**Sequential cells grouped by signal name**

Other sequential cells in the stronger gray, the rest of the logic in the fainter gray.
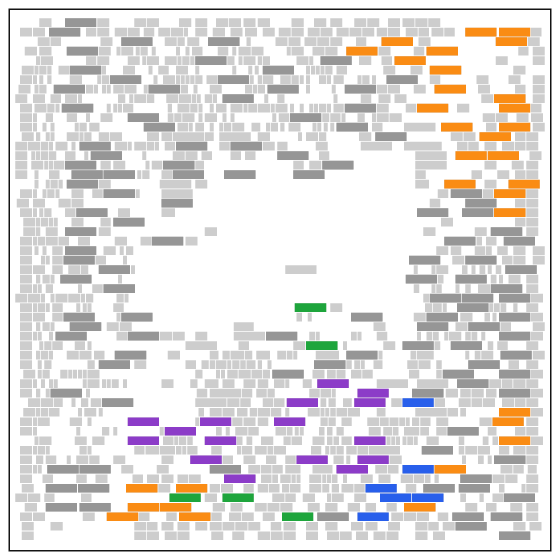
**Signal metal coverage by tile**

Bar = 50 µm. 31 x 31 tiles, from black (low) to pale yellow (high), scaled to the fullest tile. Values are wire area over tile area, all layers added.
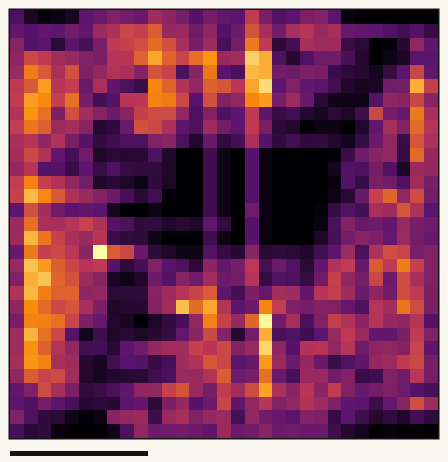
**Layout detail**

Bar = 20 µm. Region (14, 14) to (64, 64) µm. Cells in gray, sequential cells in the stronger gray; small squares are vias.
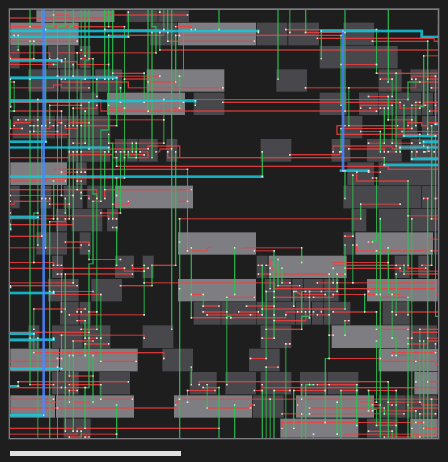
**Cell outlines without signal wires**

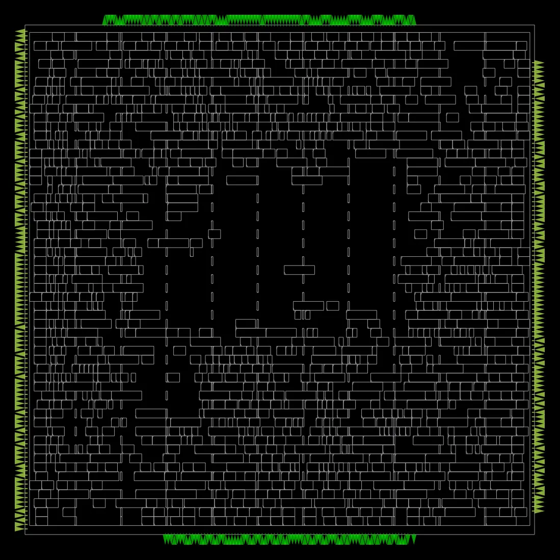
`config.mk`:
```
export PLATFORM = sky130hd
export DESIGN_NAME = id_operand_stage
export DESIGN_NICKNAME = d
export VERILOG_FILES = /design/src/rtl/id_operand_stage.sv
export SDC_FILE = /design/constraint.sdc
export NUM_CORES = 1
export LEC_CHECK = 0
export ABC_CLOCK_PERIOD_IN_PS = 5000
export CAP_MARGIN = 15
export CORE_UTILIZATION = 35
export CTS_CLUSTER_SIZE = 28
export DETAILED_ROUTE_END_ITERATION = 8
export PLACE_DENSITY = 0.77
export SYNTH_ARGS = -nofsm -noshare
export SYNTH_HDL_FRONTEND = slang
export SYNTH_SLANG_ARGS = --single-unit
```
`constraint.sdc`:
```
create_clock -name clk -period 5 [get_ports clk]
set_input_delay 0.5 -clock clk [delete_from_list [all_inputs] [get_ports clk]]
set_output_delay 0.5 -clock clk [all_outputs]
set_load 0.01 [all_outputs]
```
`src/rtl/id_operand_stage.sv`:
```
`default_nettype none
// ---------------------------------------------------------------------
// id_operand_stage - decode operand read, MEM/WB bypass, load-use bubbles
// Revision: 1.0
// ---------------------------------------------------------------------
module id_operand_stage #(
  parameter int DW   = 32,
  parameter int AW   = 5,
  parameter int CNTW = 16
) (
  input  logic            clk,
  input  logic            rst,
  input  logic            id_valid,
  input  logic [31:0]     id_instr,
  input  logic [31:0]     id_pc,
  output logic [AW-1:0]   rAddr,
  output logic [AW-1:0]   rAddr2,
  input  logic [DW-1:0]   rDout,
  input  logic [DW-1:0]   rDout2,
  input  logic            ex_load,
  input  logic [AW-1:0]   ex_dst,
  input  logic            mem_wEna,
  input  logic [AW-1:0]   mem_wAddr,
  input  logic [DW-1:0]   mem_res,
  input  logic            wb_wEna,
  input  logic [AW-1:0]   wb_wAddr,
  input  logic [DW-1:0]   wb_wIn,
  input  logic            hold,
  input  logic            flush,
  output logic            stall_if,
  output logic            ex_valid,
  output logic [31:0]     ex_pc,
  output logic [DW-1:0]   ex_opA,
  output logic [DW-1:0]   ex_opB,
  output logic [31:0]     ex_imm,
  output logic [AW-1:0]   ex_rs,
  output logic [AW-1:0]   ex_rt,
  output logic [AW-1:0]   ex_wAddr,
  output logic [5:0]      ex_opcode,
  output logic [5:0]      ex_funct,
  output logic [CNTW-1:0] bubble_cnt
);

  logic [5:0]      opcode_w;
  logic [5:0]      funct_w;
  logic [AW-1:0]   rs_w;
  logic [AW-1:0]   rt_w;
  logic [AW-1:0]   rd_w;
  logic [15:0]     imm16_w;
  logic [31:0]     imm_w;
  logic [AW-1:0]   wdst_w;
  logic [DW-1:0]   opA_w;
  logic [DW-1:0]   opB_w;
  logic            luh_w;

  logic            valid_q,  valid_d;
  logic [31:0]     pc_q,     pc_d;
  logic [DW-1:0]   opA_q,    opA_d;
  logic [DW-1:0]   opB_q,    opB_d;
  logic [31:0]     imm_q,    imm_d;
  logic [AW-1:0]   rs_q,     rs_d;
  logic [AW-1:0]   rt_q,     rt_d;
  logic [AW-1:0]   wAddr_q,  wAddr_d;
  logic [5:0]      opcode_q, opcode_d;
  logic [5:0]      funct_q,  funct_d;
  logic [CNTW-1:0] bcnt_q,   bcnt_d;

  assign opcode_w = id_instr[31:26];
  assign funct_w  = id_instr[5:0];
  assign rs_w     = id_instr[25:21];
  assign rt_w     = id_instr[20:16];
  assign rd_w     = id_instr[15:11];
  assign imm16_w  = id_instr[15:0];

  assign rAddr    = rs_w;
  assign rAddr2   = rt_w;

  // The regfile writes on the clock edge, so WB data must be forwarded here.
  always_comb begin
    opA_w = rDout;
    if (rs_w == '0)                          opA_w = '0;
    else if (mem_wEna && mem_wAddr == rs_w)  opA_w = mem_res;
    else if (wb_wEna && wb_wAddr == rs_w)    opA_w = wb_wIn;
  end

  always_comb begin
    opB_w = rDout2;
    if (rt_w == '0)                          opB_w = '0;
    else if (mem_wEna && mem_wAddr == rt_w)  opB_w = mem_res;
    else if (wb_wEna && wb_wAddr == rt_w)    opB_w = wb_wIn;
  end

  always_comb begin
    case (opcode_w)
      6'h0C, 6'h0D, 6'h0E: imm_w = {16'h0000, imm16_w};
      6'h0F:               imm_w = {imm16_w, 16'h0000};
      default:             imm_w = {{16{imm16_w[15]}}, imm16_w};
    endcase
  end

  always_comb begin
    case (opcode_w)
      6'h00:                      wdst_w = rd_w;
      6'h03:                      wdst_w = '1;
      6'h02, 6'h04, 6'h05, 6'h06,
      6'h07, 6'h28, 6'h29, 6'h2A,
      6'h2B:                      wdst_w = '0;
      default:                    wdst_w = rt_w;
    endcase
  end

  assign luh_w    = id_valid & ex_load & (ex_dst != '0) &
                    ((ex_dst == rs_w) | (ex_dst == rt_w));
  assign stall_if = luh_w & ~flush & ~hold & ~rst;

  always_comb begin
    valid_d  = valid_q;
    pc_d     = pc_q;
    opA_d    = opA_q;
    opB_d    = opB_q;
    imm_d    = imm_q;
    rs_d     = rs_q;
    rt_d     = rt_q;
    wAddr_d  = wAddr_q;
    opcode_d = opcode_q;
    funct_d  = funct_q;
    bcnt_d   = bcnt_q;
    if (!hold) begin
      if (flush || luh_w) begin
        valid_d  = 1'b0;
        pc_d     = '0;
        opA_d    = '0;
        opB_d    = '0;
        imm_d    = '0;
        rs_d     = '0;
        rt_d     = '0;
        wAddr_d  = '0;
        opcode_d = '0;
        funct_d  = '0;
        // Flush takes priority: a squashed hazard is not counted.
        if (!flush && bcnt_q != '1) bcnt_d = bcnt_q + CNTW'(1);
      end else begin
        valid_d  = id_valid;
        pc_d     = id_pc;
        opA_d    = opA_w;
        opB_d    = opB_w;
        imm_d    = imm_w;
        rs_d     = rs_w;
        rt_d     = rt_w;
        wAddr_d  = id_valid ? wdst_w : '0;
        opcode_d = opcode_w;
        funct_d  = funct_w;
      end
    end
  end

  always_ff @(posedge clk or posedge rst) begin
    if (rst) begin
      valid_q  <= 1'b0;
      pc_q     <= '0;
      opA_q    <= '0;
      opB_q    <= '0;
      imm_q    <= '0;
      rs_q     <= '0;
      rt_q     <= '0;
      wAddr_q  <= '0;
      opcode_q <= '0;
      funct_q  <= '0;
      bcnt_q   <= '0;
    end else begin
      valid_q  <= valid_d;
      pc_q     <= pc_d;
      opA_q    <= opA_d;
      opB_q    <= opB_d;
      imm_q    <= imm_d;
      rs_q     <= rs_d;
      rt_q     <= rt_d;
      wAddr_q  <= wAddr_d;
      opcode_q <= opcode_d;
      funct_q  <= funct_d;
      bcnt_q   <= bcnt_d;
    end
  end

  assign ex_valid   = valid_q;
  assign ex_pc      = pc_q;
  assign ex_opA     = opA_q;
  assign ex_opB     = opB_q;
  assign ex_imm     = imm_q;
  assign ex_rs      = rs_q;
  assign ex_rt      = rt_q;
  assign ex_wAddr   = wAddr_q;
  assign ex_opcode  = opcode_q;
  assign ex_funct   = funct_q;
  assign bubble_cnt = bcnt_q;

endmodule
`default_nettype wire

```
==> summary.txt <==
This note records the results obtained with Yosys and OpenROAD.

Layout
The area overhead of the layout relative to synthesis is 57.8%. The number of sequential cells is 172. Per the layout report, the design carries 18 clock buffers. The core utilization of the finished layout is 56.6%.

The fraction of final layout cells sized beyond drive strength 1 is 4.89%. Non-clock buffers in the final layout number 413. The number of diodes added for antenna fixing is 1. The multi-input gate share of total cell area is 27.0%. Per the layout report, the design carries 2001 filler cells. Of all the cell area in the finished design, non-clock buffers hold 31.8%. The multi-input logic cell count is 580. The number of nets at the end of the flow is 1410.

Worst setup path
The slowest stage cell on the critical path is sky130_fd_sc_hd__nand3_2. The critical path endpoint category is a flop. STA lists the maximum fanout along the critical path as 52.

STA classifies the critical path startpoint as an input port. Looking at the setup timing report, the critical path kind is in -> reg. In this run the register-to-register setup slack is 2.56 ns. Following the worst setup path forward leads to its endpoint at ex_opB[6]$_DFFE_PP0N_.

The critical register-to-register path startpoint is bubble_cnt[0]$_DFFE_PP0P_. Grouping stages by cell kind, the critical path spends the most delay in simple AND/OR/NAND/NOR gates.

Final timing
The shortest clock period the worst path allows after layout is 3.20 ns. The share of the clock period used by the worst path is 64.0%. In the final timing run, aggregate negative setup slack is 0 ns. The worst setup margin is 1.80 ns. The slew of the pin with the lowest slew margin is 1.11 ns. The highest achievable clock rate is 312 MHz. Setup repair after global routing left no endpoint under its margin. The worst hold margin is 0.418 ns.

Die
The area enclosed by the die boundary is 0.0239 mm². The height of the die is 155 µm. The core area is 0.0227 mm². The number of ports placed on the die boundary is 398.

Job
The count of max-cap constraint violations is 0.

Logic synthesis
Sorting the synthesized cells by area gives the leading types as sky130_fd_sc_hd__dfrtp_1, sky130_fd_sc_hd__a22o_1, sky130_fd_sc_hd__nand2_1. The area share of xor/xnor cells in the synthesized design is 4.19%. The count of different cell masters after synthesis is 36. The synthesized netlist devotes 0.154% of its cell area to adder and majority cells. The post-synth net total is 1053.

After technology mapping, the gate count stands at 837. The cell area that synthesis handed to floorplanning was 0.00815 mm². The cell type with the highest aggregate area in the netlist is sky130_fd_sc_hd__dfrtp_1. The post-synthesis area per instance is 9.74 µm².

The register bit total from synthesis is 172. Yosys reports that the leading cell type by area covers 52.8% of the netlist area. Yosys reported that registers with async set or reset make up 100%. The post-synthesis share of cell area spent on and, or, nand and nor gates is 14.5%. The fraction of the yosys area taken by sequential cells is 52.8%.

Routing
The count of TritonRoute iterations in the first routing pass is 5. The detailed router used layers up to and including met5. The via count normalized by instance count is 5.34. Wire segments on met3 add up to 2350 µm in the final route. The routed design uses 14700 µm of met2 wire. Summing over every cut layer, the via total after detailed routing is 7973.

Power
The completed layout was analyzed and its total power is 3700 µW. Summed over all cells, the static leakage comes to 0.00562 µW. The total net switching power is 1030 µW. Looking at the VDD voltage map, the peak drop is 0.209 mV.

The internal power is 2680 µW. Of the total power, the clock network draws 36.0%. The net switching fraction of the power is 27.7%. The relative contribution of combinational cells to total power is 21.6%. The power density of the placed cells is 288 mW/mm².

CTS
For reference, the clock transition at the flip-flops on the worst setup and hold paths is 0.07 ns. The post-CTS resize count is 0. The H-tree depth is 4. The post-CTS hold buffer count recorded in the log is 0. The clock passes through at most 2 buffers. The TritonCTS buffer count is 17. Buffers added to address setup during post-CTS repair amount to 0.

Global routing
The fraction of met1 tracks used by global routing is 30.2%. The layer flagged by global routing as most heavily used is met2. The global route stage reports its total congestion overflow as 0.

The wire length of the first global-routing pass is 45600 µm. The via count of the first global-routing pass is 7998. The global routing report lists met2 layer usage as 42.3%. The maximum number of pins on one net before global-route repair is 88.

Placement
The total of buffers placed on input and output ports is 397. The post-place setup slack is 1.39 ns. The number of cells in the design after placement is 1460. Detailed placement reports a standard cell area of 0.0123 mm².

Worst hold path
The tightest min-delay check is of the in -> async type.

Run status
The run finished with clean final reports.
-- 'sequential cells grouped by signal name' (at the start) --
legend:
  ex_opcode:
    color: blue
    flops: 6
    where: bottom right
  ex_pc:
    color: orange
    flops: 32
    where: widely spread
  bubble_cnt:
    color: purple
    flops: 16
    where: bottom middle
  ex_rs:
    color: green
    flops: 5

-- 'signal metal coverage by tile' (at the start) --
mean over tiles: 0.21
tiles over half the peak: 19%
nearly empty tiles: 7.6%
emptiest ninth of the die: middle
fullest tile: 0.65
total routing resource utilization after global routing: 25.1%
routed wire length: 30100 µm
routed len/inst: 20.2 µm

-- 'layout detail' (at the start) --
legend:
  met3:
    color: cyan
  met4:
    color: blue
  met1:
    color: red
  met2:
    color: green
cells with their middle in the window: 121
sequential cells in the window: 21
most frequent: clkdlybuf4s50_1 (31), dfrtp_1 (21)
netlist names of flops here include: ex_opA (8), bubble_cnt (6), ex_opB (3)

-- 'cell outlines without signal wires' (at the start) --
Final Instance Count excl. Fillers: 1493
number of placement rows: 55

## cells in the final DEF (no fill, tap or decap), types with 3 or more instances in the layout
cell	count
sky130_fd_sc_hd__a21oi_1	15
sky130_fd_sc_hd__a221oi_1	5
sky130_fd_sc_hd__a22o_1	130
sky130_fd_sc_hd__a31oi_1	64
sky130_fd_sc_hd__buf_4	17
sky130_fd_sc_hd__clkbuf_16	17
sky130_fd_sc_hd__clkdlybuf4s50_1	396
sky130_fd_sc_hd__dfrtp_1	172
sky130_fd_sc_hd__inv_1	9
sky130_fd_sc_hd__inv_6	6
sky130_fd_sc_hd__nand2_1	168
sky130_fd_sc_hd__nand2b_1	4
sky130_fd_sc_hd__nand3_1	10
sky130_fd_sc_hd__nand4_1	3
sky130_fd_sc_hd__nor2_1	74
sky130_fd_sc_hd__nor3_1	11
sky130_fd_sc_hd__nor4_1	8
sky130_fd_sc_hd__o21ai_0	24
sky130_fd_sc_hd__xnor2_1	15
sky130_fd_sc_hd__xor2_1	24
## power by group through the flow
stage	Clock (µW)	Sequential (µW)	Combinational (µW)
after floorplan	0	1640	251
after global placement	0	1590	799
after detailed placement	0	1590	805
after CTS	1360	1570	808
after global routing	1430	1580	858
final	1330	1570	802
## how the worst min path moves through the flow
stage                               start                         end  slack, ns  cells past startpoint
2_1_floorplan  bubble_cnt[11]$_DFFE_PP0P_  bubble_cnt[11]$_DFFE_PP0P_       0.52                      1
3_3_place_gp       ex_imm[22]$_DFFE_PP0N_      ex_imm[22]$_DFFE_PP0N_       0.47                      2
3_5_place_dp         ex_valid$_DFFE_PP0N_        ex_valid$_DFFE_PP0N_       0.47                      2
4_1_cts                               rst  bubble_cnt[13]$_DFFE_PP0P_       0.38                      2
5_1_grt                               rst  bubble_cnt[13]$_DFFE_PP0P_       0.40                      2
6_report                              rst  bubble_cnt[13]$_DFFE_PP0P_       0.42                      2
## cell families after synthesis
family                   Yosys count
buffers and inverters             85
XOR/XNOR                          39
multiplexers                       1
flip-flops                       172
AND-OR/OR-AND                    249
AND/OR/NAND/NOR                  290
adder cells (fa/ha/maj)            1
## Yosys cell counts (4+ instances only)
master	n
sky130_fd_sc_hd__nand2_1	168
sky130_fd_sc_hd__dfrtp_1	172
sky130_fd_sc_hd__a31oi_1	64
sky130_fd_sc_hd__clkbuf_1	50
sky130_fd_sc_hd__o21ai_0	24
sky130_fd_sc_hd__inv_1	10
sky130_fd_sc_hd__nand2b_1	4
sky130_fd_sc_hd__nor3_1	11
sky130_fd_sc_hd__buf_2	7
sky130_fd_sc_hd__buf_4	18
sky130_fd_sc_hd__nor4_1	9
sky130_fd_sc_hd__nor2_1	74
sky130_fd_sc_hd__a221oi_1	5
sky130_fd_sc_hd__xor2_1	24
sky130_fd_sc_hd__a21oi_1	15
sky130_fd_sc_hd__nand3_1	12
sky130_fd_sc_hd__a22o_1	130
sky130_fd_sc_hd__xnor2_1	15
## flip-flops by register name, summed over array words and instances (netlist names)
name,cells
ex_opB,32
ex_opcode,6
ex_rt,5
ex_rs,5
ex_funct,6
bubble_cnt,16
ex_wAddr,5
ex_opA,32
ex_imm,32
ex_pc,32
ex_valid,1
Power figures rest on the tool's default switching activity, not on a simulated workload.
